<file path="config.mk">
export PLATFORM = sky130hd
export DESIGN_NAME = ctrl_fsm
export DESIGN_NICKNAME = d
export VERILOG_FILES = /design/src/rtl/ctrl_fsm.sv
export SDC_FILE = /design/constraint.sdc
export NUM_CORES = 1
export LEC_CHECK = 0
export CORE_MARGIN = 8
export CORE_UTILIZATION = 30
export CTS_CLUSTER_DIAMETER = 200
export DETAILED_ROUTE_END_ITERATION = 12
export PLACE_DENSITY = 0.64
export SETUP_SLACK_MARGIN = 0.4
export SLEW_MARGIN = 20
export SYNTH_ARGS = -nofsm -noshare
export SYNTH_HDL_FRONTEND = slang
export SYNTH_SLANG_ARGS = --single-unit
export TNS_END_PERCENT = 20
</file>
<file path="constraint.sdc">
create_clock -name clk -period 5.8 [get_ports clk]
set_input_delay 1.16 -clock clk [delete_from_list [all_inputs] [get_ports clk]]
set_output_delay 1.16 -clock clk [all_outputs]
set_load 0.01 [all_outputs]
</file>
<file path="src/rtl/ctrl_fsm.sv">
// Multi-cycle instruction sequencer: fetch/decode/exec/mem/wb with Moore datapath strobes.
// Define CTRL_TRAP_EN to halt in a sticky TRAP state on illegal instructions (default: treat as NOP).
module ctrl_fsm #(
  parameter logic [15:0] PC_RESET = 16'h0000
) (
  input  logic        clk,
  input  logic        rst,
  input  logic [15:0] instr,
  input  logic        imem_ready,
  input  logic        dmem_ready,
  output logic [15:0] pc,
  output logic        imem_req,
  output logic [2:0]  opcode,
  output logic [3:0]  func,
  output logic [2:0]  rs,
  output logic [2:0]  rt,
  output logic [2:0]  rd,
  output logic [15:0] imm,
  output logic        alu_src_imm,
  output logic        reg_we,
  output logic        reg_dst_rd,
  output logic        mem_to_reg,
  output logic        dmem_req,
  output logic        dmem_we,
  output logic [15:0] instr_retired,
  output logic        illegal,
  output logic        trap
);

`ifdef CTRL_TRAP_EN
  typedef enum logic [2:0] {FETCH, DECODE, EXEC, MEM, WB, TRAP} state_t;
`else
  typedef enum logic [2:0] {FETCH, DECODE, EXEC, MEM, WB} state_t;
`endif

  state_t      state;
  logic [15:0] ir;
  logic        legal;
  logic        is_st;
  logic        is_ld;

  assign opcode = ir[15:13];
  assign rs     = ir[12:10];
  assign rt     = ir[9:7];
  assign rd     = ir[6:4];
  assign func   = ir[3:0];
  assign imm    = {{9{ir[6]}}, ir[6:0]};
  assign is_st  = (opcode == 3'b011);
  assign is_ld  = (opcode == 3'b100);

  always_comb begin
    legal = 1'b0;
    case (opcode)
      3'b000:                      legal = (func[3] == 1'b0) && (func != 4'b0010);
      3'b001, 3'b010, 3'b011, 3'b100: legal = 1'b1;
      default:                     legal = 1'b0;
    endcase
  end

  always_ff @(posedge clk) begin
    if (rst) begin
      state         <= FETCH;
      pc            <= PC_RESET;
      ir            <= '0;
      instr_retired <= '0;
    end else begin
      case (state)
        FETCH: begin
          if (imem_ready) begin
            ir    <= instr;
            pc    <= pc + 16'd1;
            state <= DECODE;
          end
        end
        DECODE: begin
          if (legal) begin
            state <= EXEC;
          end else begin
`ifdef CTRL_TRAP_EN
            state <= TRAP;
`else
            state <= FETCH;
`endif
          end
        end
        EXEC: begin
          if (is_st || is_ld) state <= MEM;
          else                state <= WB;
        end
        MEM: begin
          if (dmem_ready) begin
            if (is_st) begin
              instr_retired <= instr_retired + 16'd1;
              state         <= FETCH;
            end else begin
              state <= WB;
            end
          end
        end
        WB: begin
          instr_retired <= instr_retired + 16'd1;
          state         <= FETCH;
        end
`ifdef CTRL_TRAP_EN
        TRAP:    state <= TRAP;
`endif
        default: state <= FETCH;
      endcase
    end
  end

  // Strobes are pure state/IR decode, but rst masks them in the same cycle it is raised.
  always_comb begin
    imem_req    = 1'b0;
    dmem_req    = 1'b0;
    dmem_we     = 1'b0;
    reg_we      = 1'b0;
    reg_dst_rd  = 1'b0;
    mem_to_reg  = 1'b0;
    alu_src_imm = 1'b0;
    illegal     = 1'b0;
    if (!rst) begin
      case (state)
        FETCH:  imem_req    = 1'b1;
        DECODE: illegal     = !legal;
        EXEC:   alu_src_imm = (opcode != 3'b000) && (opcode <= 3'b100);
        MEM: begin
          dmem_req = 1'b1;
          dmem_we  = is_st;
        end
        WB: begin
          reg_we     = 1'b1;
          reg_dst_rd = (opcode == 3'b000);
          mem_to_reg = is_ld;
        end
        default: ;
      endcase
    end
  end

`ifdef CTRL_TRAP_EN
  assign trap = (state == TRAP);
`else
  assign trap = 1'b0;
`endif

endmodule

</file>
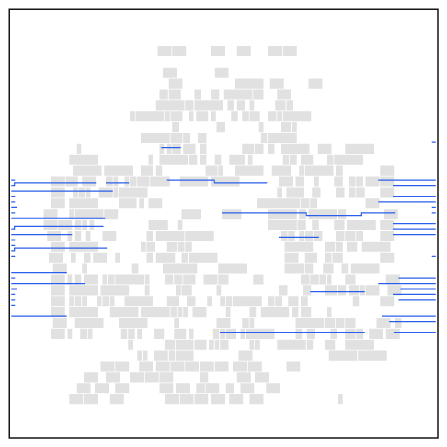
**Above:** run 1 (the metal 3 layer).
(4 px per um) Cells faint in the background.
The longest straight run is 35.9 um. The wires run mostly horizontal. The layer holds 7.2% of the routed length.

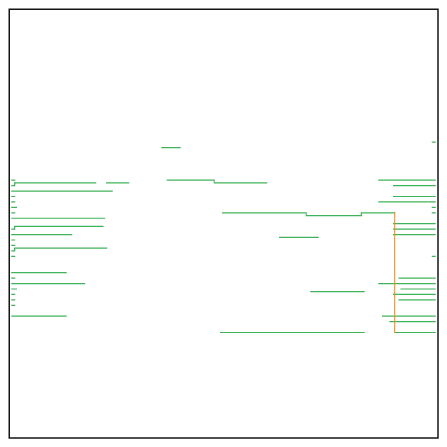
**Above:** run 1 (signal wires by layer).
(4 px per um) Only two layers are drawn.
Key: orange = met4 [wire length 29.9 um]; green = met3 [wire length 495 um]

==> impl_metrics.py, run 1 <==
# Auto-generated metrics
metrics = {
    "power_and_ir_drop": {
        "pg_comb_mw": 0.113,
        "p_clk_mw": 0.253,
        "combPwrFrac_pct": 15.2,
        "pwr-share-clk_pct": 34.0,
        "power-top-group": "sequential cells",
        "pwr-share-seq_pct": 50.8,
    },
    "synthesis": {
        "ys_cells": 304,
        "mux_area_share_pct": 0.4047,
        "ff_type": "dfxtp_1",
        "ys_ff": 51,
        "top_cells_by_area": "dfxtp_1 (41%), a21oi_1 (7.7%), nand2_1 (7.1%)",
        "synth.avg_cell_area_um2": 8.137,
        "synth_nets": 328,
        "netlist-cell-type-count": 42,
        "top_cell": "dfxtp_1",
    },
    "clock_network": {
        "numCtsBuffers": 5,
        "clk_latency_ps": 300,
        "cts_sinks": 51,
        "cts.path.max_buffers": 2,
    },
    "critical_path": {
        "r2r_end": "pc[15]$_SDFFE_PP0P_",
        "cp_slowest_cell": "clkdlybuf4s50_1",
        "start_kind": "input pin",
        "cp-endpoint": "imem_req",
        "cp.arrival_ps": 2510,
        "r2r_start": "state[0]$_SDFFE_PP0P_",
        "cp_top_family": "buffers and inverters",
        "r2r.worst_path.cells": 4,
    },
    "job": {
        "tool_warnings": 27,
        "maxCapViolations": 0,
    },
    "finish": {
        "regArea_um2": 1021,
        "fillers": 834,
        "n_all_inverters": 4,
        "buffers": 93,
        "num_antenna_cells": 0,
        "buffer_area_share_pct": 26.67,
        "drive_gt1_share_pct": 4.313,
        "ff_count": 51,
        "top_area_cell_class": "combinational gates",
        "sh_seq_area_pct": 29.57,
        "clock_area_share_pct": 3.406,
        "comb_share_pct": 36.12,
    },
    "placed_design": {
        "dp_cells": 468,
        "placed_area_um2": 3336,
        "dp_slack_ps": 2141,
    },
    "global_routing": {
        "grt_usage_pct": 11.82,
        "met3_usage_pct": 4.739,
        "grt_pass1_wl_um": 11270,
    },
    "status": {
        "status": "finished, final reports clean",
    },
    "floorplanning": {
        "rows": 33,
        "core_area_um2": 8093,
        "dieArea_um2": 11410,
    },
    "final_timing": {
        "drv_slew": 0,
        "slew-limit-headroom_pct": 32.35,
        "setup_viol": 0,
    },
    "worst_hold_path": {
        "hold-path-cell-count": 2,
    },
    "drt": {
        "ant_nets": 0,
        "drt-total-wl_um": 6872,
        "first_pass_iters": 6,
        "highest_layer": "met4",
        "drt_iter0_drc": 115,
        "m1WireLength_um": 2936,
    },
}
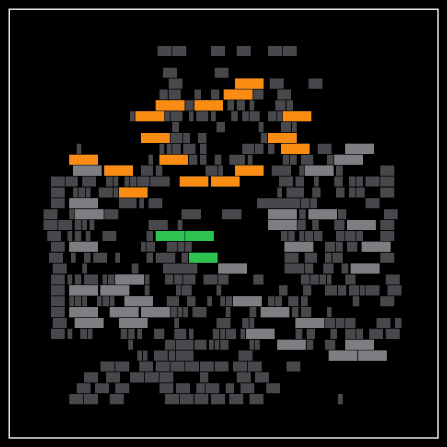
**Above:** run 1 (register map, names as in the netlist).
(4 px per um) Other sequential cells in the stronger grey, the rest of the logic in the fainter grey.
Key: orange = `pc` [sequential cells 16]; green = `state` [sequential cells 3]

**Run 1: metal 1**

(6 px per um) Supply wires on this layer in grey. Cells faint in the background.
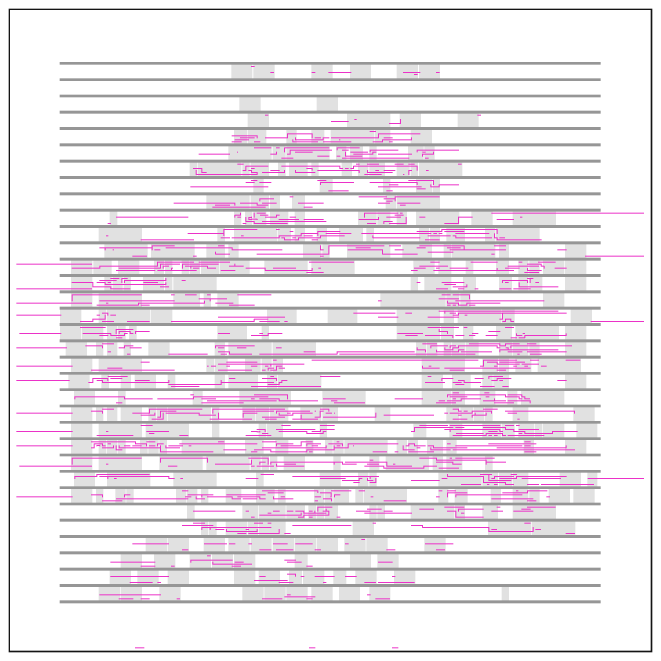

## Run 2: what changed since run 1
PLACE_DENSITY = 0.66   (was 0.64)
clock period = 3 ns   (was 5.8 ns; I/O delays follow)
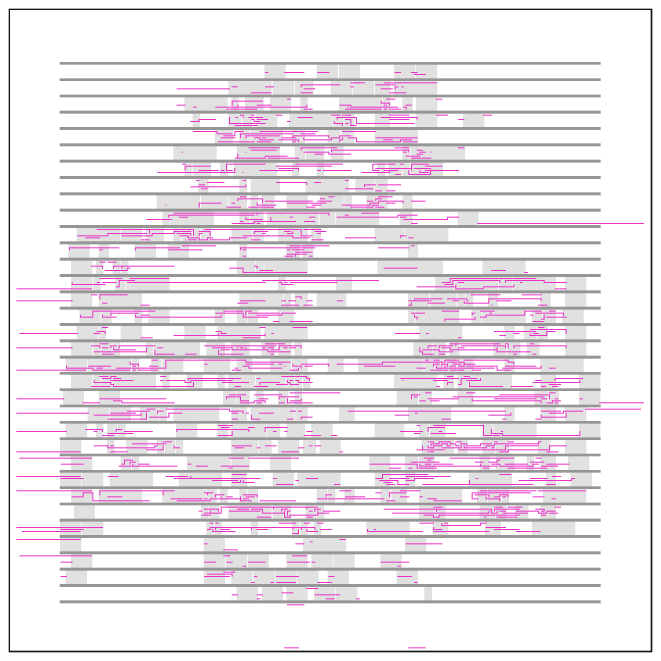
**Above:** run 2 (metal 1).
(6 px per um) Supply wires on this layer in grey. Cells faint in the background.
The wires run mostly horizontal. The layer carries 2980 um of wire. 346 nets have wire on it.

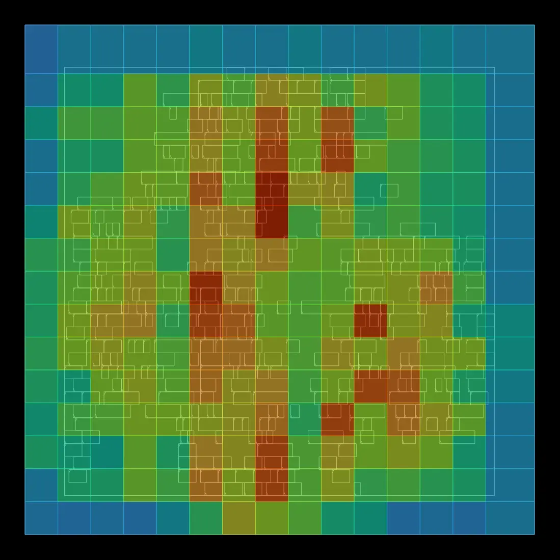
**Above:** run 2 (track usage over the die).
routed len/inst: 14.51 um
grt met3 use: 5.099%
GR peak layer: met2
met2 GRT Util: 20.38%
GR Util met1: 13.45%

==> run 2 against run 1 <==
Total power increased by 100%. Critical endpoint is now reg_dst_rd. Clock skew about the same. Largest cell class unchanged. Largest power group unchanged. Highest routed layer unchanged. Synthesized area stayed put. Clock power grew 120%. Sequential power increased by 93%.
==> impl_metrics.py, run 2 <==
# Auto-generated metrics
metrics = {
    "placed_design": {
        "dp_cells": 471,
        "io_buffers": 91,
        "placed_area_um2": 3358,
        "dp_hpwl_um": 5137,
        "place_congestion": 0.7342,
        "dp_slack_ps": 309.5,
    },
    "synthesis": {
        "netlist-cell-type-count": 42,
        "largest_area_cell": "dfxtp_1",
        "synth_cells": 304,
        "synth.avg_cell_area_um2": 8.137,
        "ff_type": "dfxtp_1",
        "top_cells_by_area": "dfxtp_1 (41%), a21oi_1 (7.7%), nand2_1 (7.1%)",
        "postSynthSeqShare_pct": 41.27,
        "yosysWarningCount": 0,
        "simple_gate_area_share_pct": 28.58,
        "synth_nets": 328,
        "ys_ff": 51,
        "yosys.area_share.aoi_pct": 15.38,
        "logic_family": "simple AND/OR/NAND/NOR gates",
        "common_cells": "dfxtp_1 (51), nand2_1 (47), a21oi_1 (38)",
        "async_flop_share_pct": 0,
        "xor_area_share_pct": 3.541,
        "top_cell": "dfxtp_1",
        "mux_area_share_pct": 0.4047,
        "ys_cells": 304,
    },
    "clock_network": {
        "clk_latency_ps": 310,
        "cts.path.max_buffers": 2,
        "clk_pin_slew_ps": 100,
        "cts_sinks": 51,
        "cts_resized": 4,
        "cts_setup_buffers": 0,
        "numCtsBuffers": 5,
        "cts_root_buf": "clkbuf_8",
        "htreeDepth": 2,
        "cts_hold_buf": 0,
        "cts_tree": "done",
    },
    "finish": {
        "logic_area_um2": 1257,
        "logic_gate_count": 215,
        "buffers": 96,
        "drive_gt1_share_pct": 5.882,
        "mostFrequentLayoutCells": "clkdlybuf4s50_1 (88), dfxtp_1 (49), nand2_1 (47), a21oi_1 (38), nor2_1 (15)",
        "num_antenna_cells": 0,
        "ff_count": 51,
        "fin_util_pct": 43.31,
        "clock_area_share_pct": 3.784,
        "reg_top3": "instr_retired x16, ir x16, pc x16",
        "top_area_cell_class": "combinational gates",
        "n_all_inverters": 4,
        "regArea_um2": 1023,
        "fillers": 828,
        "sh_seq_area_pct": 29.20,
        "post-route-cell-area_um2": 3505,
        "buffer_area_share_pct": 26.95,
        "comb_share_pct": 35.88,
        "nets": 397,
        "layout.cells.non_filler": 479,
    },
    "final_timing": {
        "drv_slew": 0,
        "timing.fmax_mhz": 396.9,
        "finalHoldViolations": 0,
        "setup_slack_ps": 480.4,
        "holdWs_ps": 464.2,
        "tns_ps": 0,
        "slew-limit-headroom_pct": 65.65,
        "period_minus_slack_ps": 2520,
        "setup_viol": 0,
        "max_slew.worst_pin.slew_ps": 513.1,
    },
    "drt": {
        "drt-total-wl_um": 6948,
        "viasPerCell": 5.017,
        "met2_length_um": 3322,
        "highest_layer": "met4",
        "drt_iter0_drc": 124,
        "drc": 0,
        "wl_met3_um": 602,
        "m1WireLength_um": 2982,
        "num_vias": 2403,
        "ant_nets": 0,
        "first_pass_iters": 4,
    },
    "critical_path": {
        "cp_slowest_cell": "clkdlybuf4s50_1",
        "worst-path-stages": 5,
        "start_kind": "flop",
        "cp.arrival_ps": 1920,
        "critPathMaxStageDelay_ps": 560,
        "r2r.worst_path.cells": 5,
        "cp_top_family": "simple AND/OR/NAND/NOR gates",
        "path_cells": "nor2_1, nand2_1, nor2_1, and2_1, clkdlybuf4s50_1",
        "r2r_end": "pc[9]$_SDFFE_PP0P_",
        "r2r_start": "state[0]$_SDFFE_PP0P_",
        "cp-endpoint": "reg_dst_rd",
        "cp-end-kind": "output pin",
        "r2r_slack_ps": 830,
        "critPathKind": "flop to output pin",
    },
    "power_and_ir_drop": {
        "pwr-share-seq_pct": 48.1,
        "internal_power_mw": 1.155,
        "pwr-share-clk_pct": 37.1,
        "pg_comb_mw": 0.226,
        "seq_power_mw": 0.730,
        "powerDensity_nw_per_um2": 433.7,
        "power-top-group": "sequential cells",
        "combPwrFrac_pct": 14.9,
        "p_clk_mw": 0.564,
        "leakage_nw": 1.200,
        "power.total_mw": 1.520,
        "irDropWorstVdd_mv": 0.2072,
    },
    "global_routing": {
        "grt_pass1_wl_um": 11450,
        "grt_overflow_total": 0,
        "grt_usage_pct": 12.09,
    },
    "worst_hold_path": {
        "min_from": "ir[9]$_SDFFE_PP0P_",
        "holdPathEnd": "ir[9]$_SDFFE_PP0P_",
        "hold-path-cell-count": 2,
    },
    "job": {
        "tool_warnings": 28,
        "maxCapViolations": 0,
    },
    "status": {
        "status": "finished, final reports clean",
    },
    "floorplanning": {
        "rows": 33,
        "core_area_um2": 8093,
        "die_w_um": 106.8,
        "dieArea_um2": 11410,
        "fp.dieH_um": 106.8,
    },
}
Power and IR drop assume default switching activity.
